**src/rtl/ram_arbiter.sv**
```systemverilog
// rtl/ram_arbiter.sv - two-requester round-robin arbiter and sequencer for a shared single-port RAM
module ram_arbiter #(
   parameter int ADDR_WIDTH = 4,
   parameter int DATA_WIDTH = 8
) (
   input  logic                  clk,
   input  logic                  rst,

   input  logic                  r0_valid,
   output logic                  r0_ready,
   input  logic                  r0_we,
   input  logic [ADDR_WIDTH-1:0] r0_addr,
   input  logic [DATA_WIDTH-1:0] r0_wdata,
   output logic                  r0_rsp_valid,
   output logic [DATA_WIDTH-1:0] r0_rsp_rdata,

   input  logic                  r1_valid,
   output logic                  r1_ready,
   input  logic                  r1_we,
   input  logic [ADDR_WIDTH-1:0] r1_addr,
   input  logic [DATA_WIDTH-1:0] r1_wdata,
   output logic                  r1_rsp_valid,
   output logic [DATA_WIDTH-1:0] r1_rsp_rdata,

   output logic                  mem_wr_en,
   output logic [ADDR_WIDTH-1:0] mem_addr,
   output logic [DATA_WIDTH-1:0] mem_w_data,
   output logic                  mem_rd_enb,
   output logic [ADDR_WIDTH-1:0] mem_rd_addr,
   input  logic [DATA_WIDTH-1:0] mem_r_data,

   output logic                  busy
);

   typedef enum logic [1:0] {
      IDLE = 2'd0,
      WR   = 2'd1,
      RD   = 2'd2,
      RSP  = 2'd3
   } state_t;

   state_t                state;
   state_t                state_nxt;

   // Round-robin pointer: 0 favours requester 0 when both are valid.
   logic                  rr_ptr;

   // Command register, loaded on the accepting edge.
   logic                  cmd_we;
   logic [ADDR_WIDTH-1:0] cmd_addr;
   logic [DATA_WIDTH-1:0] cmd_wdata;
   logic                  cmd_id;

   // Grant decode and the selected requester's command fields.
   logic                  grant_any;
   logic                  grant_id;
   logic                  accept;
   logic                  sel_we;
   logic [ADDR_WIDTH-1:0] sel_addr;
   logic [DATA_WIDTH-1:0] sel_wdata;

   // Response data path and per-requester held read data.
   logic                  rsp_fire;
   logic [DATA_WIDTH-1:0] rsp_data;
   logic [DATA_WIDTH-1:0] r0_rdata_q;
   logic [DATA_WIDTH-1:0] r1_rdata_q;

   // Pick a requester: a lone valid wins, a tie goes to the pointer's favourite.
   always_comb begin
      grant_any = r0_valid | r1_valid;
      grant_id  = 1'b0;
      if (r0_valid && r1_valid) begin
         grant_id = rr_ptr;
      end else if (r1_valid) begin
         grant_id = 1'b1;
      end
   end

   // Readys are only offered in IDLE, and never while reset is held so no
   // requester believes a command was taken on a reset edge.
   assign accept   = (state == IDLE) && grant_any && !rst;
   assign r0_ready = accept && !grant_id;
   assign r1_ready = accept &&  grant_id;

   // Steer the granted requester's command toward the command register.
   always_comb begin
      sel_we    = r0_we;
      sel_addr  = r0_addr;
      sel_wdata = r0_wdata;
      if (grant_id) begin
         sel_we    = r1_we;
         sel_addr  = r1_addr;
         sel_wdata = r1_wdata;
      end
   end

   // State register.
   always_ff @(posedge clk) begin
      if (rst) begin
         state <= IDLE;
      end else begin
         state <= state_nxt;
      end
   end

   // Next-state sequencing: one strobe cycle, one response cycle, back to IDLE.
   always_comb begin
      state_nxt = state;
      case (state)
         IDLE: begin
            if (accept) begin
               state_nxt = sel_we ? WR : RD;
            end
         end
         WR:      state_nxt = RSP;
         RD:      state_nxt = RSP;
         RSP:     state_nxt = IDLE;
         default: state_nxt = IDLE;
      endcase
   end

   // Latch the accepted command and rotate the pointer away from the winner.
   always_ff @(posedge clk) begin
      if (rst) begin
         cmd_we    <= 1'b0;
         cmd_addr  <= '0;
         cmd_wdata <= '0;
         cmd_id    <= 1'b0;
         rr_ptr    <= 1'b0;
      end else if (accept) begin
         cmd_we    <= sel_we;
         cmd_addr  <= sel_addr;
         cmd_wdata <= sel_wdata;
         cmd_id    <= grant_id;
         rr_ptr    <= ~grant_id;
      end
   end

   // RAM strobes: driven only in their own state, zero everywhere else.
   always_comb begin
      mem_wr_en  = 1'b0;
      mem_rd_enb = 1'b0;
      mem_addr   = '0;
      mem_w_data = '0;
      case (state)
         WR: begin
            mem_wr_en  = 1'b1;
            mem_addr   = cmd_addr;
            mem_w_data = cmd_wdata;
         end
         RD: begin
            mem_rd_enb = 1'b1;
            mem_addr   = cmd_addr;
         end
         default: begin
         end
      endcase
   end

   // The RAM has a single address; the read port just mirrors it.
   assign mem_rd_addr = mem_addr;
   assign busy        = (state != IDLE);

   // The RAM's read data is registered, so it is valid during RSP and is
   // forwarded straight through; writes complete with zero data.
   assign rsp_fire     = (state == RSP) && !rst;
   assign rsp_data     = cmd_we ? '0 : mem_r_data;
   assign r0_rsp_valid = rsp_fire && !cmd_id;
   assign r1_rsp_valid = rsp_fire &&  cmd_id;
   assign r0_rsp_rdata = r0_rsp_valid ? rsp_data : r0_rdata_q;
   assign r1_rsp_rdata = r1_rsp_valid ? rsp_data : r1_rdata_q;

   // Hold each requester's last response data between its completions.
   always_ff @(posedge clk) begin
      if (rst) begin
         r0_rdata_q <= '0;
         r1_rdata_q <= '0;
      end else begin
         if (r0_rsp_valid) begin
            r0_rdata_q <= rsp_data;
         end
         if (r1_rsp_valid) begin
            r1_rdata_q <= rsp_data;
         end
      end
   end

endmodule

```
**config.mk**
```make
export PLATFORM = sky130hd
export DESIGN_NAME = ram_arbiter
export DESIGN_NICKNAME = d
export VERILOG_FILES = /design/src/rtl/ram_arbiter.sv
export SDC_FILE = /design/constraint.sdc
export NUM_CORES = 1
export LEC_CHECK = 0
export CAP_MARGIN = 40
export CELL_PAD_IN_SITES_DETAIL_PLACEMENT = 1
export CELL_PAD_IN_SITES_GLOBAL_PLACEMENT = 1
export CORE_MARGIN = 5
export CORE_UTILIZATION = 31
export CTS_BUF_LIST = sky130_fd_sc_hd__clkbuf_2
export DETAILED_ROUTE_END_ITERATION = 12
export GPL_ROUTABILITY_DRIVEN = 0
export HOLD_SLACK_MARGIN = 0.08
export MAX_ROUTING_LAYER = met4
export PLACE_DENSITY = 0.87
export SETUP_SLACK_MARGIN = 0.5
export SKIP_CTS_REPAIR_TIMING = 1
export SLEW_MARGIN = 20
export SYNTH_ARGS = -nofsm -noshare
export SYNTH_HDL_FRONTEND = slang
export SYNTH_SLANG_ARGS = --single-unit
```
**constraint.sdc**
```tcl
create_clock -name clk -period 2.4 [get_ports clk]
set_input_delay 0.24 -clock clk [delete_from_list [all_inputs] [get_ports clk]]
set_output_delay 0.24 -clock clk [all_outputs]
set_load 0.01 [all_outputs]
```
==> run summary <==
Results of the full flow below.

Route:
- The run gives the number of DRC violations after detailed-routing iteration 0 as 39.
- The run gives the total number of vias as 1,731.
- The run puts the mean number of vias per cell at 4.76.
- The run puts the number of routed nets with antenna violations at 0.
- TritonRoute output was used to compute an average wire per cell of 15.3 µm.
- The run gives the residual DRC count as 0.
- The run puts the detailed-routing iteration count for the pre-antenna-repair pass at 4.

Synthesis:
- The run puts the gate count of the mapped netlist at 203.
- By area, the combinational part of the netlist is dominated by simple AND/OR/NAND/NOR gates.
- Dividing the synthesized area by the synthesized cell count gives 7.96 µm².
- The run gives the number of warning messages in the yosys log as 0.
- The run puts the register area share after synthesis at 40.9%.
- The synthesized design contains 33 register bits.
- In this run, the synthesized area fraction spent on adder and majority cells is recorded as 4.64%.
- The portion of synthesized area spent on multiplexers is 0%.
- Before any placement, the netlist area is recorded as 1620 µm².
- The run puts the count of instantiated cells in the yosys netlist at 203.
- Summing the areas of all compound-gate instances in the mapped netlist gives 17.3% of the synthesized area.
- The run puts the synthesized-area fraction occupied by xor and xnor cells at 0%.
- Of the total synthesized cell area, the portion taken by AND, OR, NAND and NOR gates is 30.4%.

Layout:
- The run puts the count of nets after finishing at 337.
- The run puts the fraction of final layout cells with drive strength greater than 1 at 28.9%.
- The final antenna diode tally reported by the flow is 0.
- The run puts the post-synthesis to final-layout area growth at 71.9%.

Critical path:
- The run gives the launching point of the worst reg2reg path as state[1]$_SDFFE_PP0P_.
- The run gives the worst path arrival time as 1.84 ns.
- Logic depth along the worst register-to-register path is recorded as 7.
- For the worst setup path, the data required time is 2.16 ns.
- Per STA, the startpoint of the critical path is rst.
- The cell that appears most often on the critical path is sky130_fd_sc_hd__buf_4.
- The run gives the slowest library cell on the worst path as sky130_fd_sc_hd__clkdlybuf4s50_1.
- STA classifies the critical path endpoint as an output port.
- The critical path goes through clkdlybuf4s50_1, buf_4, nand3b_1, buf_12, buf_4, buf_8, nand2_1, o21ai_2, buf_2.

Die:
- The run puts the die height at 82.2 µm.
- The run gives the floorplan die width as 82.2 µm.
- The run gives the starting density of the core as 31.9%.
- The run puts the floorplan core area at 5070 µm².
- The run gives the full die area as 6760 µm².
- The run puts the top-level I/O count at 77.

GRT:
- Summed over all layers, the global routing overflow is 0.
- The run gives the global-route wire length before repair as 7600 µm.
- The run gives the via count of the first global-routing pass as 1,673.
- The run puts the initial antenna violation count at 0.

Power and ir drop:
- The run gives the ratio of total power to cell area as 656 nW/µm².
- The run puts the leakage power total at 0.00148 µW.
- The run gives the maximum ir drop on the vdd rail as 0.000297 V.
- Total power for the finished layout comes to 1820 µW.

Timing:
- The run gives the achievable clock frequency as 0.481 GHz.
- Subtracting the final worst setup slack from the clock period gives 2.08 ns.
- The run puts the final count of pins violating max slew at 0.
- Across all checked pins, the minimum headroom to the slew limit is 66.9%.
- Endpoints with negative setup slack in the final report add up to 0.
- Setup repair after global routing could not meet its margin everywhere.
- The run gives the setup clock skew after layout as 0.00914 ns.
- The run gives the minimum setup slack in the final design as 0.321 ns.

CTS:
- The number of clock sinks came to 33.
- The run gives the clock transition at the registers of the reported paths as 0.18 ns.
- The run gives the TritonCTS clock tree as yes.
- The run puts the number of buffers added by the clock tree synthesis step at 5.
- The run puts the worst-skew pair later-pin latency at 0.37 ns.
- Looking at the clock tree report, the root buffer type is sky130_fd_sc_hd__clkbuf_2.
- The run gives the maximum clock path buffer count as 2.
- The run gives the deepest level of the CTS H-tree as 2.

Status:
- The run finished with clean final reports.

Flow run:
- The run gives the number of max-cap violations as 0.
- The stage logs contain a warning count of 32.

Placement:
- The run gives the placed wire-length estimate as 3830 µm.
## flip-flops by register name (all words and copies together), names as in the netlist
name and flops:
cmd_addr 4, cmd_id 1, cmd_wdata 8, cmd_we 1, r0_rdata_q 8, r1_rdata_q 8, rr_ptr 1, state 2
## cell usage after synthesis, drive strengths merged
| cell | instances | area share, % |
|---|---|---|
| nand2 | 38 | 8.8 |
| dfxtp | 33 | 41 |
| and2 | 29 | 11 |
| o21ai | 20 | 6.4 |
| nor2 | 18 | 4.2 |
| buf | 12 | 4.6 |
| a311oi | 10 | 5.4 |
| nand2b | 10 | 3.9 |
| inv | 7 | 1.6 |
| ha | 6 | 4.6 |
| a21oi | 4 | 1.2 |
| a211oi | 2 | 0.93 |
| a32oi | 2 | 1.1 |
| clkbuf | 2 | 0.46 |
| nand3 | 2 | 0.62 |
| a31o | 1 | 0.54 |
| nand3b | 1 | 0.46 |
| nor2b | 1 | 0.39 |
| nor3 | 1 | 0.31 |
| o211ai | 1 | 0.46 |
| o221a | 1 | 0.70 |
| o32ai | 1 | 0.54 |
| or3b | 1 | 0.54 |
## worst min path at each step
stage / start / end / slack [ns] / cells past startpoint
floorplan: r0_wdata[3] / cmd_wdata[3]$_SDFFE_PP0P_ / 0.39 / 2
global placement: cmd_addr[1]$_SDFFE_PP0P_ / cmd_addr[1]$_SDFFE_PP0P_ / 0.49 / 2
detailed placement: cmd_wdata[6]$_SDFFE_PP0P_ / cmd_wdata[6]$_SDFFE_PP0P_ / 0.49 / 2
CTS: r0_wdata[6] / cmd_wdata[6]$_SDFFE_PP0P_ / 0.37 / 3
global route: r0_wdata[6] / cmd_wdata[6]$_SDFFE_PP0P_ / 0.36 / 3
finish: r1_wdata[2] / cmd_wdata[2]$_SDFFE_PP0P_ / 0.41 / 3
## worst max-delay path: cells and delay by family
kind | cells | cell delay (ns)
and+or+nand+nor | 2 | 0.28
AOI/OAI and AO/OA | 1 | 0.06
buffers and inverters | 6 | 1.26
## area by class of cell
class                           count  area, µm²
Timing Repair Buffer               95        923
Clock inverter                      3       12.5
Inverter                            7       26.3
Clock buffer                        5       25.0
Tap cell                           70       87.6
Multi-Input combinational cell    151       1040
Fill cell                         615       2300
Sequential cell                    33        668
## through the flow
step / hold slack (ns) / instances / util (%) / area, µm²
6_report: 0.411 / 364 / 54.8 / 2780
4_1_cts: 0.370 / 349 / 48.8 / 2480
2_1_floorplan: 0.388 / 203 / - / 1620
3_3_place_gp: 0.487 / 341 / 48.1 / 2440
5_1_grt: 0.358 / 364 / 54.8 / 2780
3_5_place_dp: 0.490 / 341 / 48.1 / 2440
## logic make-up after synthesis
group | count (synthesis)
adders and majority gates | 6
DFF | 33
AOI/OAI and AO/OA | 42
and+or+nand+nor | 101
buffers and inverters | 21
## where the power goes
part	switching [µW]	internal [µW]
sequential	66.9	642
clock	194	63.8
combinational	436	421
## per-layer routing
metal	up-vias	wire length [µm]	GRT usage [%]
li1	858	-	-
met1	797	2210	15.9
met2	68	2790	27.3
met3	8	495	6.29
met4	0	63	4.98
met5	-	0	-
Sequential cells grouped by signal name:
Drawn at 6 px/µm.
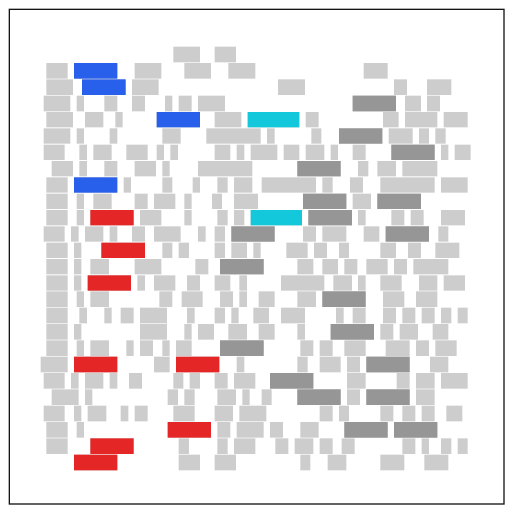
color	netlist name	sequential cells
blue	cmd_addr	4
red	cmd_wdata	8
cyan	state	2
not colored	19

Placed cells, one color a class:
Drawn at 6 px/µm. Fill, decap, tap and diode cells in gray.
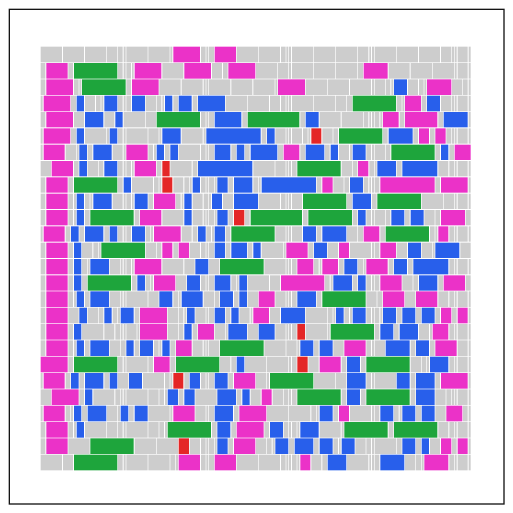
color	class	cells	share of their area
red	clock drivers and dummy loads	8	1.4%
magenta	remaining buffers and delay cells	95	34%
blue	combinational and other logic	158	39%
green	sequential cells	33	25%
sequential cell area share: 24.0%
final core utilization: 54.8%
# rows: 26

Power is estimated from default activity; no workload was simulated.
